==> images/detail.png <==
Region (37, 104) to (87, 154) um. Cells in gray, sequential cells in the stronger gray; small squares are vias.
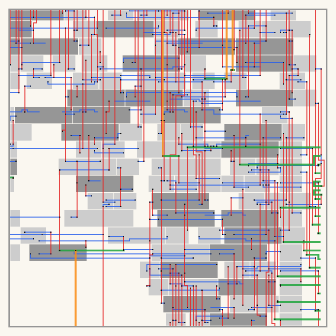
==> images/layer_met4.png <==
Drawn at 3 px/um. Supply wires on this layer in gray. Cells faint in the background.
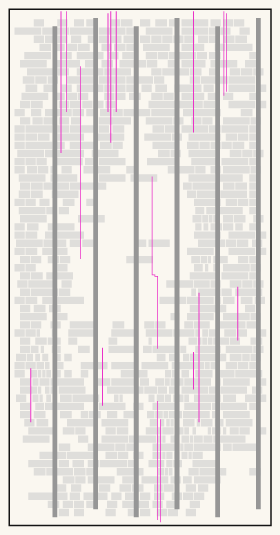
==> images/layer_met3.png <==
Drawn at 4 px/um. Cells faint in the background.
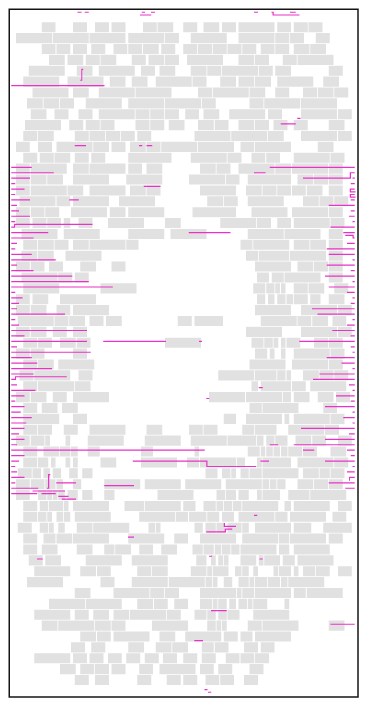
==> images/io_placement.png <==
Drawn at 3 px/um. Pins as bars across the die edge, other pins in gray.
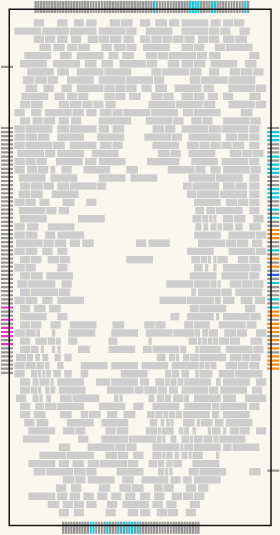
==> src/rtl/alu_pkg.sv <==
// Shared constants for the ALU issue path: alu_op encodings, instruction
// opcodes and R-type funct codes, plus the decode result payload.
package alu_pkg;

  localparam int unsigned ALU_OP_W = 4;
  localparam int unsigned OPC_W    = 6;
  localparam int unsigned FUNCT_W  = 6;

  // ALU control encodings
  localparam logic [ALU_OP_W-1:0] ALU_OP_AND  = 4'b0000;
  localparam logic [ALU_OP_W-1:0] ALU_OP_OR   = 4'b0001;
  localparam logic [ALU_OP_W-1:0] ALU_OP_ADD  = 4'b0010;
  localparam logic [ALU_OP_W-1:0] ALU_OP_XOR  = 4'b0100;
  localparam logic [ALU_OP_W-1:0] ALU_OP_SUB  = 4'b0110;
  localparam logic [ALU_OP_W-1:0] ALU_OP_SLT  = 4'b0111;
  localparam logic [ALU_OP_W-1:0] ALU_OP_NOR  = 4'b1100;
  localparam logic [ALU_OP_W-1:0] ALU_OP_NULL = 4'b1000;

  // Instruction opcodes
  localparam logic [OPC_W-1:0] OPC_RTYPE = 6'h00;
  localparam logic [OPC_W-1:0] OPC_BEQ   = 6'h04;
  localparam logic [OPC_W-1:0] OPC_ADDI  = 6'h08;
  localparam logic [OPC_W-1:0] OPC_SLTI  = 6'h0A;
  localparam logic [OPC_W-1:0] OPC_ANDI  = 6'h0C;
  localparam logic [OPC_W-1:0] OPC_ORI   = 6'h0D;
  localparam logic [OPC_W-1:0] OPC_XORI  = 6'h0E;

  // R-type funct codes
  localparam logic [FUNCT_W-1:0] FUNCT_ADD = 6'h20;
  localparam logic [FUNCT_W-1:0] FUNCT_SUB = 6'h22;
  localparam logic [FUNCT_W-1:0] FUNCT_AND = 6'h24;
  localparam logic [FUNCT_W-1:0] FUNCT_OR  = 6'h25;
  localparam logic [FUNCT_W-1:0] FUNCT_XOR = 6'h26;
  localparam logic [FUNCT_W-1:0] FUNCT_NOR = 6'h27;
  localparam logic [FUNCT_W-1:0] FUNCT_SLT = 6'h2A;

  // Decoder result
  typedef struct packed {
    logic [ALU_OP_W-1:0] op;
    logic                illegal;
  } decode_t;

  // Overflow is only meaningful for the arithmetic ops
  function automatic logic ovf_qualified(input logic [ALU_OP_W-1:0] op);
    return (op == ALU_OP_ADD) || (op == ALU_OP_SUB);
  endfunction

endpackage

==> src/rtl/alu_op_decode.sv <==
// Combinational instruction decoder: opcode/funct -> alu_op + illegal flag.
// Ports:
//   opcode     : instruction opcode
//   funct      : R-type funct field (only looked at when opcode is R-type)
//   alu_op_c   : ALU control encoding (NULL for unsupported instructions)
//   illegal_c  : set for any unsupported opcode/funct
module alu_op_decode
  import alu_pkg::*;
(
  input  logic [OPC_W-1:0]    opcode,
  input  logic [FUNCT_W-1:0]  funct,
  output logic [ALU_OP_W-1:0] alu_op_c,
  output logic                illegal_c
);

  decode_t dec;

  // Unsupported encodings fall through to NULL/illegal via the defaults
  always_comb begin
    dec.op      = ALU_OP_NULL;
    dec.illegal = 1'b1;
    if (opcode == OPC_RTYPE) begin
      case (funct)
        FUNCT_AND: dec = '{op: ALU_OP_AND, illegal: 1'b0};
        FUNCT_OR:  dec = '{op: ALU_OP_OR,  illegal: 1'b0};
        FUNCT_ADD: dec = '{op: ALU_OP_ADD, illegal: 1'b0};
        FUNCT_XOR: dec = '{op: ALU_OP_XOR, illegal: 1'b0};
        FUNCT_SUB: dec = '{op: ALU_OP_SUB, illegal: 1'b0};
        FUNCT_SLT: dec = '{op: ALU_OP_SLT, illegal: 1'b0};
        FUNCT_NOR: dec = '{op: ALU_OP_NOR, illegal: 1'b0};
        default:   dec = '{op: ALU_OP_NULL, illegal: 1'b1};
      endcase
    end else begin
      case (opcode)
        OPC_ADDI: dec = '{op: ALU_OP_ADD, illegal: 1'b0};
        OPC_ANDI: dec = '{op: ALU_OP_AND, illegal: 1'b0};
        OPC_ORI:  dec = '{op: ALU_OP_OR,  illegal: 1'b0};
        OPC_XORI: dec = '{op: ALU_OP_XOR, illegal: 1'b0};
        OPC_SLTI: dec = '{op: ALU_OP_SLT, illegal: 1'b0};
        // BEQ compares by subtraction
        OPC_BEQ:  dec = '{op: ALU_OP_SUB, illegal: 1'b0};
        default:  dec = '{op: ALU_OP_NULL, illegal: 1'b1};
      endcase
    end
  end

  assign alu_op_c  = dec.op;
  assign illegal_c = dec.illegal;

endmodule

==> src/rtl/alu_issue_unit.sv <==
// Two-stage issue unit in front of an external combinational ALU.
// Stage 1 registers the decoded op and operands that drive the ALU; stage 2
// captures the ALU result/flags into an output register with its own
// valid/ready handshake. Saturating counters track delivered responses.
// Ports:
//   clk, rst_n                  : clock, async active-low reset
//   in_valid/in_ready           : request handshake
//   in_opcode/in_funct/in_a/in_b: instruction fields and operands
//   alu_op_o/alu_a_o/alu_b_o    : registered drives to the ALU
//   alu_result_i/alu_zero_i/alu_ovf_i : ALU outputs
//   out_valid/out_ready         : response handshake
//   out_result/out_zero/out_overflow/out_illegal : response payload
//   cnt_ops/cnt_ovf             : saturating delivered / overflow counts
module alu_issue_unit
  import alu_pkg::*;
#(
  parameter int unsigned DATA_WIDTH   = 32,
  parameter int unsigned ALU_OP_WIDTH = 4,
  parameter int unsigned CNT_WIDTH    = 16
) (
  input  logic                    clk,
  input  logic                    rst_n,
  input  logic                    in_valid,
  output logic                    in_ready,
  input  logic [OPC_W-1:0]        in_opcode,
  input  logic [FUNCT_W-1:0]      in_funct,
  input  logic [DATA_WIDTH-1:0]   in_a,
  input  logic [DATA_WIDTH-1:0]   in_b,
  output logic [ALU_OP_WIDTH-1:0] alu_op_o,
  output logic [DATA_WIDTH-1:0]   alu_a_o,
  output logic [DATA_WIDTH-1:0]   alu_b_o,
  input  logic [DATA_WIDTH-1:0]   alu_result_i,
  input  logic                    alu_zero_i,
  input  logic                    alu_ovf_i,
  output logic                    out_valid,
  input  logic                    out_ready,
  output logic [DATA_WIDTH-1:0]   out_result,
  output logic                    out_zero,
  output logic                    out_overflow,
  output logic                    out_illegal,
  output logic [CNT_WIDTH-1:0]    cnt_ops,
  output logic [CNT_WIDTH-1:0]    cnt_ovf
);

  logic                s1_valid;
  logic                s1_illegal;
  logic [ALU_OP_W-1:0] dec_op;
  logic                dec_illegal;
  logic                advance;
  logic                accept;
  logic                deliver;
  logic                ovf_masked;

  alu_op_decode u_decode (
    .opcode    (in_opcode),
    .funct     (in_funct),
    .alu_op_c  (dec_op),
    .illegal_c (dec_illegal)
  );

  // Handshake: in_ready depends only on registered state and out_ready
  assign advance  = !out_valid || out_ready;
  assign in_ready = !s1_valid || advance;
  assign accept   = in_valid && in_ready;
  assign deliver  = out_valid && out_ready;

  // Raw ALU overflow is only passed on for ADD/SUB
  assign ovf_masked = alu_ovf_i && ovf_qualified(ALU_OP_W'(alu_op_o));

  // Stage 1: issue registers feeding the ALU; hold while stalled
  always_ff @(posedge clk or negedge rst_n) begin
    if (!rst_n) begin
      s1_valid   <= 1'b0;
      s1_illegal <= 1'b0;
      alu_op_o   <= '0;
      alu_a_o    <= '0;
      alu_b_o    <= '0;
    end else if (accept) begin
      s1_valid   <= 1'b1;
      s1_illegal <= dec_illegal;
      alu_op_o   <= ALU_OP_WIDTH'(dec_op);
      alu_a_o    <= in_a;
      alu_b_o    <= in_b;
    end else if (advance) begin
      s1_valid   <= 1'b0;
    end
  end

  // Stage 2: output register; refills in the same cycle it drains
  always_ff @(posedge clk or negedge rst_n) begin
    if (!rst_n) begin
      out_valid    <= 1'b0;
      out_result   <= '0;
      out_zero     <= 1'b0;
      out_overflow <= 1'b0;
      out_illegal  <= 1'b0;
    end else if (advance) begin
      out_valid <= s1_valid;
      if (s1_valid) begin
        out_result   <= alu_result_i;
        out_zero     <= alu_zero_i;
        out_overflow <= ovf_masked;
        out_illegal  <= s1_illegal;
      end
    end
  end

  // Saturating statistics on delivered responses
  always_ff @(posedge clk or negedge rst_n) begin
    if (!rst_n) begin
      cnt_ops <= '0;
      cnt_ovf <= '0;
    end else if (deliver) begin
      if (cnt_ops != {CNT_WIDTH{1'b1}}) begin
        cnt_ops <= cnt_ops + CNT_WIDTH'(1);
      end
      if (out_overflow && (cnt_ovf != {CNT_WIDTH{1'b1}})) begin
        cnt_ovf <= cnt_ovf + CNT_WIDTH'(1);
      end
    end
  end

endmodule

==> config.mk <==
export PLATFORM = sky130hd
export DESIGN_NAME = alu_issue_unit
export DESIGN_NICKNAME = d
export VERILOG_FILES = /design/src/rtl/alu_pkg.sv /design/src/rtl/alu_op_decode.sv /design/src/rtl/alu_issue_unit.sv
export SDC_FILE = /design/constraint.sdc
export NUM_CORES = 1
export LEC_CHECK = 0
export CORE_ASPECT_RATIO = 2
export CORE_UTILIZATION = 40
export CTS_CLUSTER_SIZE = 40
export DETAILED_ROUTE_END_ITERATION = 12
export PLACE_DENSITY = 0.88
export SYNTH_ARGS = -nofsm -noshare
export SYNTH_HDL_FRONTEND = slang
export SYNTH_HIERARCHICAL = 1
export SYNTH_SLANG_ARGS = --single-unit
==> constraint.sdc <==
create_clock -name clk -period 3.82 [get_ports clk]
set_input_delay 0.955 -clock clk [delete_from_list [all_inputs] [get_ports clk]]
set_output_delay 0.955 -clock clk [all_outputs]
set_load 0.1 [all_outputs]
==> impl_metrics.toml <==
# physical design summary
[layout]
logic_area_um2 = 2203
n_antenna_cell = 0
areaGrowthSynthToFinish_pct = 58.19
clock_area_frac = 0.06656
nNetsFinal = 788
sh_seq_area = 0.3795
reg_top3 = "alu_a_o x32, alu_b_o x32, out_result x32"
fin_area_um2 = 9099
final-seq-area_um2 = 3453
final_util = 0.6514
buffers = 254
comb-cell-share = 0.2422
flops = 138

[global_routing]
grt_max_degree = 81
first_global_vias = 4769
top_usage_layer = "met2"
track_usage = 0.2171

[yosys]
synth-simple-area-share = 0.09702
yosysCellCount = 412
synth_cell_types = 50
synthAoiAreaFrac = 0.03111
syn_area_um2 = 5752
ys.flops = 138
async_flop_share = 1.000
xor_share = 0.03655
synth-edff-count = 0
top_logic_kind = "multiplexers"
mux_share = 0.2119
top_cells_by_count = "138 x dfrtp_1, 105 x mux2_2, 18 x nand2_1"
adder_share = 0.006091
synthFlopType = "dfrtp_1"
synth_top_area_share = 0.6004

[routing]
met1Wirelength_um = 5390
dr_wl_met2_um = 8942
routed_via_density = 5.021
ant_nets = 0
top_layer_used = "met4"
drc = 0
drt_iter0_markers = 123

[worst_setup_path]
critPathBufInv = 1
crit_family = "buffers and inverters"
path_cells = "clkdlybuf4s50_1"
reg2reg_to = "alu_a_o[27]"
slowest_stage = "clkdlybuf4s50_1"
critical_path_required_ns = 2.86
worstPathMaxFanout = 7
crit_path_max_incr_delay_ns = 1.19
crit_path_start_kind = "register"
worstSetupPathType = "reg2out"

[clock_network]
numCtsBuffers = 17
ctsResizeCount = 0
max-clock-path-buffers = 2
htree_levels = 4

[power]
power_density_nw_per_um2 = 649.7
comb_power_share = 0.409
switchingPower_mw = 2.571
p_int_mw = 3.340
p_seq_frac = 0.306
power_mw = 5.912
clock_power_mw = 1.68
maxPowerGroup = "combinational cells"
swShare = 0.4350

[outcome]
outcome = "finished, final reports clean"

[sta]
maxSlewHeadroom = 0.3084
finalSetupViolCount = 0
holdWs_ns = 0.4985
rsz0062_at_grt = "no"
setup_tns_ns = 0
setup_slack_ns = 0.7976
max_freq_mhz = 330.9

[floorplan]
die-area_um2 = 14890
tap_cells = 189
io-pin-count = 251

[placed_design]
gp_congestion = 0.8577
post-dp-hpwl_um = 12120

[min_path]
worstHoldEndpoint = "cnt_ovf[15]"

[job]
maxCapViolations = 0
Notes on detail.png above:
color	layer
orange	metal 4
blue	metal 1
green	metal 3
red	metal 2
netlist names of flops here include	out_result (17), alu_b_o (6), alu_a_o (3)
most frequent	clkdlybuf4s50_1 (43), dfrtp_1 (28), mux2_2 (24)
sequential cells in the window	28
cells with their middle in the window	106

Notes on layer_met4.png above:
longest straight run	63.9 um
wire length on this layer	589 um
nets with wire on the layer	15
main direction	vertical
share of all routed wire	3.8%

Notes on layer_met3.png above:
main direction	horizontal
longest straight run	48.1 um
wire length on this layer	803 um
share of all routed wire	5.1%
nets with wire on the layer	146
met3 Use GR: 0.05182
Vias: 4383
total wire length: 15720 um

Notes on io_placement.png above:
color	port	pins	direction	edge
magenta	in_opcode	6	input	left
cyan	alu_result_i	32	input	16 right, 8 top, 8 bottom
orange	cnt_ovf	16	output	right
blue	out_zero	1	output	right
all pins by edge	78 top, 62 left, 61 right, 50 bottom
port bufs: 250
die width: 86.79 um

